### Clock network drawn from the DEF

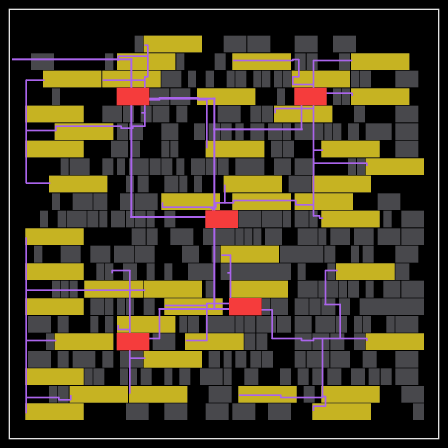
### Local utilization

7 x 7 tiles, from dark blue (low) to red (high), 0 to 100% covered.
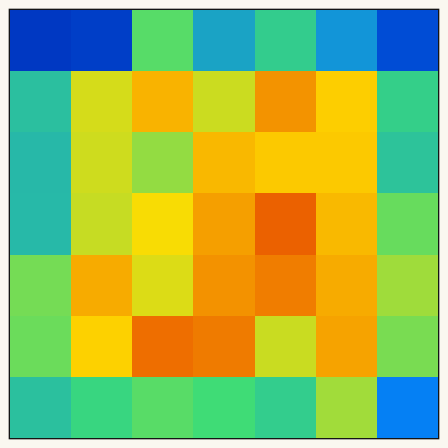
File: src/rtl/qpro_run_ctrl.sv
// Batch run controller: launches RUNS unit runs back to back, measures per-run latency and reports pass/fail.
// Optional per-run watchdog compiled in with `define QPRO_RUN_CTRL_TIMEOUT_EN.
module qpro_run_ctrl #(
  parameter int unsigned RUNS           = 4,
  parameter int unsigned TIMEOUT_CYCLES = 256
) (
  input  logic        clk,
  input  logic        rst_n,
  input  logic        go,
  input  logic        abort,
  output logic        unit_start,
  input  logic        unit_done,
  input  logic        unit_err,
  output logic        busy,
  output logic [1:0]  status,
  output logic [7:0]  run_cnt,
  output logic [15:0] cycles
);

  if (RUNS < 1 || RUNS > 255 || TIMEOUT_CYCLES < 1 || TIMEOUT_CYCLES > 65535) begin : g_bad_param
    $error("qpro_run_ctrl: RUNS or TIMEOUT_CYCLES out of range");
  end

  typedef enum logic [2:0] {IDLE, LAUNCH, WAIT, GAP, DONE} state_t;

  localparam logic [7:0] RUNS_L = 8'(RUNS);

  state_t      state, state_nx;
  logic [15:0] lat;
  logic        fail_q;
  logic        in_run, accept_go, kill, done_ev, tmo_ev, last_run;
  logic [7:0]  run_cnt_inc;

  assign in_run      = (state == LAUNCH) || (state == WAIT) || (state == GAP);
  assign accept_go   = ((state == IDLE) || (state == DONE)) && go;
  assign kill        = in_run && abort;
  assign done_ev     = (state == WAIT) && unit_done && !abort;
  assign run_cnt_inc = run_cnt + 8'd1;
  assign last_run    = (run_cnt_inc >= RUNS_L);

`ifdef QPRO_RUN_CTRL_TIMEOUT_EN
  localparam logic [15:0] TMO_L = 16'(TIMEOUT_CYCLES);
  // A unit_done landing on the limit cycle wins over the watchdog.
  assign tmo_ev = (state == WAIT) && !unit_done && !abort && (lat == TMO_L);
`else
  assign tmo_ev = 1'b0;
`endif

  always_ff @(posedge clk or negedge rst_n) begin
    if (!rst_n) state <= IDLE;
    else        state <= state_nx;
  end

  always_comb begin
    state_nx = state;
    case (state)
      IDLE:    if (go) state_nx = LAUNCH;
      LAUNCH:  state_nx = abort ? DONE : WAIT;
      WAIT: begin
        if (abort || tmo_ev)                    state_nx = DONE;
        else if (unit_done && (unit_err || last_run)) state_nx = DONE;
        else if (unit_done)                     state_nx = GAP;
      end
      GAP:     state_nx = abort ? DONE : LAUNCH;
      DONE:    if (go) state_nx = LAUNCH;
      default: state_nx = IDLE;
    endcase
  end

  always_ff @(posedge clk or negedge rst_n) begin
    if (!rst_n) begin
      lat     <= '0;
      run_cnt <= '0;
      cycles  <= '0;
      fail_q  <= 1'b0;
    end else begin
      if (accept_go) begin
        run_cnt <= '0;
        cycles  <= '0;
        fail_q  <= 1'b0;
      end
      if (state == LAUNCH) lat <= 16'd1;
      else if (state == WAIT && lat != '1) lat <= lat + 16'd1;
      if (done_ev) begin
        cycles  <= lat;
        run_cnt <= run_cnt_inc;
        fail_q  <= unit_err;
      end
      if (tmo_ev) begin
        cycles <= lat;
        fail_q <= 1'b1;
      end
      if (kill) fail_q <= 1'b1;
    end
  end

  always_comb begin
    unit_start = 1'b0;
    busy       = 1'b0;
    status     = 2'b00;
    case (state)
      LAUNCH: begin
        unit_start = 1'b1;
        busy       = 1'b1;
        status     = 2'b01;
      end
      WAIT, GAP: begin
        busy   = 1'b1;
        status = 2'b01;
      end
      DONE:    status = {1'b1, fail_q};
      default: status = 2'b00;
    endcase
  end

endmodule

File: config.mk
export PLATFORM = sky130hd
export DESIGN_NAME = qpro_run_ctrl
export DESIGN_NICKNAME = d
export VERILOG_FILES = /design/src/rtl/qpro_run_ctrl.sv
export SDC_FILE = /design/constraint.sdc
export NUM_CORES = 1
export LEC_CHECK = 0
export ABC_AREA = 0
export CAP_MARGIN = 30
export CORE_MARGIN = 2
export CORE_UTILIZATION = 57
export CTS_CLUSTER_SIZE = 12
export DETAILED_ROUTE_END_ITERATION = 8
export GPL_TIMING_DRIVEN = 0
export MAX_ROUTING_LAYER = met4
export PLACE_DENSITY_LB_ADDON = 0.12
export SLEW_MARGIN = 5
export SYNTH_ARGS = -nofsm -noshare
export SYNTH_HDL_FRONTEND = slang
export SYNTH_SLANG_ARGS = --single-unit
File: constraint.sdc
create_clock -name clk -period 3 [get_ports clk]
set_clock_uncertainty 0.05 [all_clocks]
set_input_delay 0.3 -clock clk [delete_from_list [all_inputs] [get_ports clk]]
set_output_delay 0.3 -clock clk [all_outputs]
set_load 0.01 [all_outputs]
==> notes.md <==
run metrics: result of the run=finished clean, Post-CTS Repair Setup Buffers=0, start of the worst register-to-register path=state[2]$_DFFE_PN0P_, max-capacitance violation count=0, share of flip-flops with an asynchronous set or reset=1.00, gate family responsible for the most delay along the worst path=buffers and inverters, prevailing logic family in the synthesized netlist=simple AND/OR/NAND/NOR gates, number of global-route vias before repair=1814, simple-gate share of the synthesized area=0.291, number of stages on the worst hold path=4, number of cells in the finished layout apart from fillers=335, total nets after synthesis=253, switching power total=0.492 mW, top power group=registers, number of antenna violations at the first check in global routing=0, worst hold path type=input pin to register, relative contribution of sequential cells to total power=0.438, total wire length=4990 um, Critical Path Max Stage Delay=620 ps, Initial DRT Pass Iterations=4, Chip Area, Yosys=0.00223 sq mm, global placement routability congestion=0.922, mean cell area of the mapped netlist=9.09 sq um, routing usage on met3=0.0557, Critical R2R Capture=run_cnt[4]$_DFFE_PN0P_, start point of the critical path=state[2]$_DFFE_PN0P_, Cell Int Power=1.07 mW, vias after detailed routing=1973, upper clock frequency limit=0.368 GHz, CP startpoint kind=register, buffer-and-inverter tally for the worst setup path=3, first-pass GRT wire length=8340 um, worst slew pin tran=616 ps, routing usage on met1=0.332, sum of negative setup slack=0 ps, Die Footprint=0.00442 sq mm, Post-route DRC=0, layout cells sized above 1=0.0697, global routing's busiest layer=met2, hold path endpoint=state[0]$_DFFE_PN0P_, CTS H-Tree Depth=2, met3 wirelength from detailed routing=252 um, total placed cells including tap cells=326
-- 'Clock network drawn from the DEF' (at the start) --
red -> clock drivers  # count 5
yellow -> flip-flops  # count 44
purple -> clock wires  # length 522 um
flops lie = spread over the die

-- 'Local utilization' (at the start) --
mean over tiles = 61%
fullest tile = 89%
tiles over 75% full = 35%
densest ninth of the die = centre
emptiest ninth of the die = upper left

==> final cells by class <==
type	instances	area [sq um]	share of cell area
well taps	48	60.1	0.0219
clock buffers	6	72.6	0.0264
multi-input cells	188	1050	0.383
flip-flops and latches	44	1100	0.401
plain buffers	13	73.8	0.0269
repair buffers	34	353	0.128
clock inverters	2	35.0	0.0128
==> synth_stat cells, drive strengths merged, types with 3 or more instances <==
cell	n	area share
nand3b	3	0.010
buf	6	0.021
and3	4	0.011
nand4	5	0.014
clkbuf	7	0.012
dfrtp	44	0.49
nor3	6	0.016
nand2	48	0.081
nor4	3	0.0084
a21oi	14	0.033
o21ai	15	0.034
nor2	21	0.035
xnor2	12	0.047
nand3	24	0.054
and4	3	0.012
No activity file was given, so power comes from the tool's default toggle rates.
